[src/rtl/ni_sync_master.sv]
// ----------------------------------------------------------------------------
// ni_sync_master
//   Initiator side of the NI mode-sync protocol. Emits a one-cycle strobe
//   (clk_div_8_to_NI) every DIV enabled clock cycles and keeps a reference
//   copy of the mode the NI mode register should hold. One cycle after each
//   strobe (the "check cycle") the mode fed back from the NI is compared with
//   the reference. The block reports lock, a one-cycle mismatch pulse and a
//   saturating mismatch count.
//
// Ports
//   clk             in   main clock, all logic on the rising edge
//   reset_n         in   asynchronous active-low reset
//   enable          in   run strobe generation and checking
//   resync          in   restart the strobe period and lock acquisition
//   clk_div_8_to_NI out  registered strobe, high one cycle every DIV cycles
//   mode_ref        out  expected NI mode, toggles after every strobe
//   mode_fb         in   mode returned by the NI mode register
//   locked          out  LOCK_CYCLES consecutive matching checks seen
//   mismatch        out  one-cycle pulse, a check failed
//   mismatch_count  out  failed checks since reset, saturates at all-ones
//   fsm_state       out  debug view of the lock FSM (0 IDLE, 1 ACQUIRE, 2 LOCKED)
// ----------------------------------------------------------------------------
module ni_sync_master #(
  parameter int DIV         = 8,
  parameter int CNT_W       = 3,
  parameter int LOCK_CYCLES = 4,
  parameter int MISMATCH_W  = 8
) (
  input  logic                  clk,
  input  logic                  reset_n,
  input  logic                  enable,
  input  logic                  resync,
  output logic                  clk_div_8_to_NI,
  output logic                  mode_ref,
  input  logic                  mode_fb,
  output logic                  locked,
  output logic                  mismatch,
  output logic [MISMATCH_W-1:0] mismatch_count,
  output logic [1:0]            fsm_state
);

  localparam int MC_W = $clog2(LOCK_CYCLES + 1);

  typedef enum logic [1:0] {
    IDLE    = 2'd0,
    ACQUIRE = 2'd1,
    LOCKED  = 2'd2
  } state_t;

  state_t                state_q, state_d;
  logic [CNT_W-1:0]      cnt_q, cnt_d;
  logic                  strobe_q, strobe_d;
  logic                  strobe_dly_q, strobe_dly_d;
  logic                  mode_ref_q, mode_ref_d;
  logic                  locked_q, locked_d;
  logic                  mismatch_q, mismatch_d;
  logic [MISMATCH_W-1:0] mm_cnt_q, mm_cnt_d;
  logic [MC_W-1:0]       match_cnt_q, match_cnt_d;
  logic                  check_fail;

  // Datapath: period counter, strobe, reference mode and check bookkeeping.
  always_comb begin
    cnt_d        = cnt_q;
    strobe_d     = strobe_q;
    strobe_dly_d = strobe_dly_q;
    mode_ref_d   = mode_ref_q;
    mismatch_d   = 1'b0;
    mm_cnt_d     = mm_cnt_q;
    match_cnt_d  = match_cnt_q;
    check_fail   = 1'b0;

    if (!enable || resync) begin
      // Disabled, or restarting: drop the period and lock progress but keep
      // the reference mode and the mismatch history. A check that would
      // have happened this cycle is skipped.
      cnt_d        = '0;
      strobe_d     = 1'b0;
      strobe_dly_d = 1'b0;
      match_cnt_d  = '0;
    end else begin
      if (cnt_q == CNT_W'(DIV - 1)) begin
        cnt_d    = '0;
        strobe_d = 1'b1;
      end else begin
        cnt_d    = cnt_q + CNT_W'(1);
        strobe_d = 1'b0;
      end
      strobe_dly_d = strobe_q;

      // The NI toggles on the same edge that sees the strobe high.
      if (strobe_q) begin
        mode_ref_d = ~mode_ref_q;
      end

      // Check cycle. strobe_q and strobe_dly_q are never high together
      // (DIV >= 2), so the toggle above and this compare do not collide.
      if (strobe_dly_q) begin
        if (mode_fb != mode_ref_q) begin
          check_fail  = 1'b1;
          mismatch_d  = 1'b1;
          match_cnt_d = '0;
          mode_ref_d  = mode_fb;  // adopt the NI phase
          if (mm_cnt_q != '1) begin
            mm_cnt_d = mm_cnt_q + MISMATCH_W'(1);
          end
        end else if (match_cnt_q != MC_W'(LOCK_CYCLES)) begin
          match_cnt_d = match_cnt_q + MC_W'(1);
        end
      end
    end
  end

  // Lock FSM next state.
  always_comb begin
    state_d = state_q;
    if (!enable) begin
      state_d = IDLE;
    end else if (resync) begin
      state_d = ACQUIRE;
    end else begin
      case (state_q)
        IDLE:    state_d = ACQUIRE;
        ACQUIRE: if (match_cnt_d == MC_W'(LOCK_CYCLES)) state_d = LOCKED;
        LOCKED:  if (check_fail) state_d = ACQUIRE;
        default: state_d = IDLE;
      endcase
    end
    locked_d = (state_d == LOCKED);
  end

  always_ff @(posedge clk or negedge reset_n) begin
    if (!reset_n) begin
      state_q      <= IDLE;
      cnt_q        <= '0;
      strobe_q     <= 1'b0;
      strobe_dly_q <= 1'b0;
      mode_ref_q   <= 1'b0;
      locked_q     <= 1'b0;
      mismatch_q   <= 1'b0;
      mm_cnt_q     <= '0;
      match_cnt_q  <= '0;
    end else begin
      state_q      <= state_d;
      cnt_q        <= cnt_d;
      strobe_q     <= strobe_d;
      strobe_dly_q <= strobe_dly_d;
      mode_ref_q   <= mode_ref_d;
      locked_q     <= locked_d;
      mismatch_q   <= mismatch_d;
      mm_cnt_q     <= mm_cnt_d;
      match_cnt_q  <= match_cnt_d;
    end
  end

  assign clk_div_8_to_NI = strobe_q;
  assign mode_ref        = mode_ref_q;
  assign locked          = locked_q;
  assign mismatch        = mismatch_q;
  assign mismatch_count  = mm_cnt_q;
  assign fsm_state       = state_q;

endmodule
[config.mk]
export PLATFORM = sky130hd
export DESIGN_NAME = ni_sync_master
export DESIGN_NICKNAME = d
export VERILOG_FILES = /design/src/rtl/ni_sync_master.sv
export SDC_FILE = /design/constraint.sdc
export NUM_CORES = 1
export LEC_CHECK = 0
export ABC_AREA = 0
export CAP_MARGIN = 20
export CORE_ASPECT_RATIO = 1.5
export CORE_MARGIN = 2
export CORE_UTILIZATION = 45
export CTS_CLUSTER_DIAMETER = 50
export DETAILED_ROUTE_END_ITERATION = 16
export PLACE_DENSITY = 0.68
export SYNTH_ARGS = -nofsm -noshare
export SYNTH_HDL_FRONTEND = slang
export SYNTH_SLANG_ARGS = --single-unit
[constraint.sdc]
create_clock -name clk -period 2.24 [get_ports clk]
set_input_delay 0.448 -clock clk [delete_from_list [all_inputs] [get_ports clk]]
set_output_delay 0.448 -clock clk [all_outputs]
set_load 0.02 [all_outputs]
power_grid.png
Bar = 10 um. Pins as bars on the die edge. Tap cells in grey.
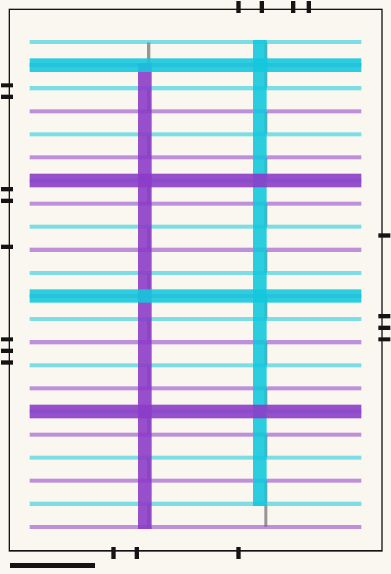
colour	net
cyan	VDD
purple	VSS
rows	21
signal pins	19
tap cells	23
met1 rails	22
met5 straps	4

io_fan.png
Bar = 10 um.
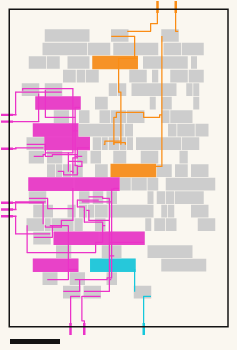
colour	port	direction	edge	end cells	wire
cyan	`mismatch`	output	bottom	1	11.4 um
orange	`fsm_state`	output	top	2	97.2 um
magenta	`mismatch_count`	output	6 left, 2 bottom	8	348 um
number of buffer cells added on primary ports: 18
top-level port count: 19

==> impl_metrics.env <==
# implementation run metrics
export IMPL_critical_path_slowest_cell="sky130_fd_sc_hd__clkdlybuf4s50_1"
export IMPL_area_overhead_of_the_layout_relative_to_synthesis_pct=21.4
export IMPL_fp_dieArea_um2=2780
export IMPL_die_h_um=63.6
export IMPL_routedWlPerCell_um=14.3
export IMPL_synth_xor_xnor_area_share_pct=7.28
export IMPL_worst_hold_startpoint="cnt_q[0]"
export IMPL_wl_met3_um=55
export IMPL_finalWorstSetupSlack_ps=381
export IMPL_stdcell_count=141
export IMPL_pg_seq_mw=0.384
export IMPL_num_clock_buffers=4
export IMPL_path_clk_slew_ps=110
export IMPL_clk_latency_ps=300
export IMPL_largest_register_ff_count=8
export IMPL_min_to="cnt_q[0]"
export IMPL_timing_critical_path_from_type="flip-flop"
export IMPL_grt_max_degree=22
export IMPL_post_cts_resized_instances=0
export IMPL_grt_first_pass_wirelength_um=3440
export IMPL_pwr_group_clock_mw=0.181
export IMPL_ys_async_sr_fraction_pct=100
export IMPL_clk_root_buffer_cell="sky130_fd_sc_hd__clkbuf_4"
export IMPL_tritoncts="yes"
export IMPL_finalHoldViolCount=0
export IMPL_report_final_setup_viol=0
export IMPL_top_power_group="sequential cells"
export IMPL_mux_area_share_pct=3.05
export IMPL_maxCapViolations=0
export IMPL_fp_util_pct=47.7
export IMPL_finalInstanceArea_um2=1290
export IMPL_cellLeakagePower_nw=0.582
export IMPL_synthDistinctLibCells=32
export IMPL_worst_pin_slew_ps=475
export IMPL_warnings=27
export IMPL_synth_top_cells_by_area="sky130_fd_sc_hd__dfrtp_1, sky130_fd_sc_hd__ha_1, sky130_fd_sc_hd__xnor2_1"
export IMPL_critical_path_max_stage_delay_ps=650
export IMPL_power_frac_seq_pct=64.2
export IMPL_synth_adder_area_share_pct=5.87
export IMPL_tritoncts_buffer_count=3
export IMPL_ratio_of_final_minimum_period_to_clock_period_pct=83.0
export IMPL_num_tap_cells=23
export IMPL_netlist_top_cells_count="sky130_fd_sc_hd__dfrtp_1, sky130_fd_sc_hd__nand2_1, sky130_fd_sc_hd__nor3_1"
export IMPL_syn_instance_count=96
export IMPL_dp_cells=137
export IMPL_post_synth_top_count_cell="sky130_fd_sc_hd__dfrtp_1"
export IMPL_rsz_0062_raised_after_global_routing="no"
export IMPL_powerDensity_nw_per_um2=462
export IMPL_drt_drc_violations_left=0
export IMPL_timing_setup_tns_ps=0
export IMPL_grtUsageMet1_pct=17.9
export IMPL_busiest_layer="met2"
export IMPL_via_count=778
export IMPL_postSynthAreaPerCell_um2=11.1
export IMPL_r2r_start="match_cnt_q[0]"
export IMPL_crit_path_start="mismatch_count[5]"
export IMPL_worst_r2r_setup_slack_ps=450
export IMPL_floorplan_rows=21
export IMPL_power_switching_mw=0.133
export IMPL_yosys_cells=96
export IMPL_layout_comb_gates_multi_input=69
export IMPL_syn_area_um2=1070
export IMPL_num_antenna_cells=0
export IMPL_fillerInstances=205
export IMPL_status="finished, final reports clean"
export IMPL_synth_top_cell_area_share_pct=49.3
export IMPL_timing_critical_path_required_ps=1790
export IMPL_cts_hold_buffers_added=0
export IMPL_inverters_excl_clock=4
export IMPL_synth_nets=106
export IMPL_switching_share_pct=22.2
export IMPL_dominant_cells="flip-flops and latches"
export IMPL_yosys_most_used_dff="sky130_fd_sc_hd__dfrtp_1"
export IMPL_wl_met2_um=1080
export IMPL_post_synth_main_logic_family="simple AND/OR/NAND/NOR gates"
export IMPL_layout_core_utilization_pct=57.9
export IMPL_timing_critical_path_to_type="output port"
export IMPL_arrival_time_at_the_worst_endpoint_ps=1410
export IMPL_crit_chain="clkdlybuf4s50_1"
export IMPL_first_global_vias=843
export IMPL_postCtsSetupBuffers=0
export IMPL_final_signal_buffer_count=20
export IMPL_layout_sequential_cells=21
export IMPL_combPwrFrac_pct=5.6
export IMPL_skew_ps=2.68
export IMPL_powerComb_mw=0.0333
export IMPL_wirelength_met1_um=845
export IMPL_hold_slack_ps=447
export IMPL_clockBufferDepth=2
export IMPL_non_clock_buffer_area_share_pct=15.1
export IMPL_globalRouteTotalUtil_pct=15.9
flops_by_reg.png
Bar = 10 um. Other sequential cells in the stronger grey, the rest of the logic in the fainter grey.
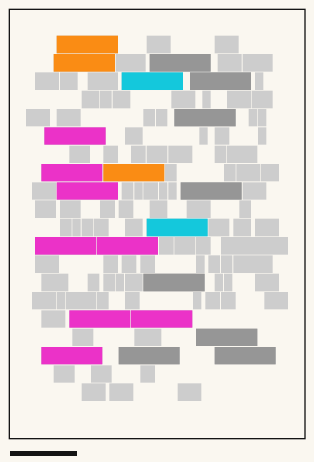
colour	netlist name	sequential cells
magenta	`mismatch_count`	8
orange	`cnt_q`	3
cyan	`fsm_state`	2
not coloured	8

logic_types.png
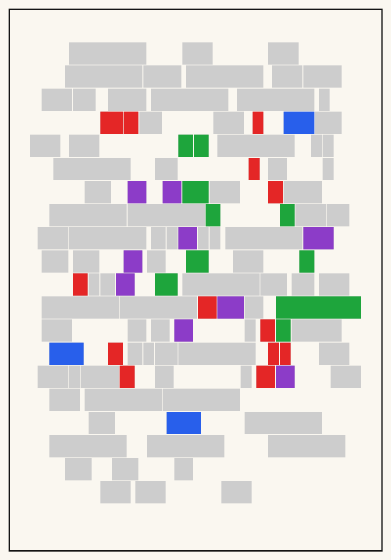
colour	family	cells
green	aoi and oai cells	10
red	nor cells	13
blue	mux cells	3
purple	and/or cells	9
Comb area share: 38.9%
Top cell excl fill/tap: sky130_fd_sc_hd__dfrtp_1

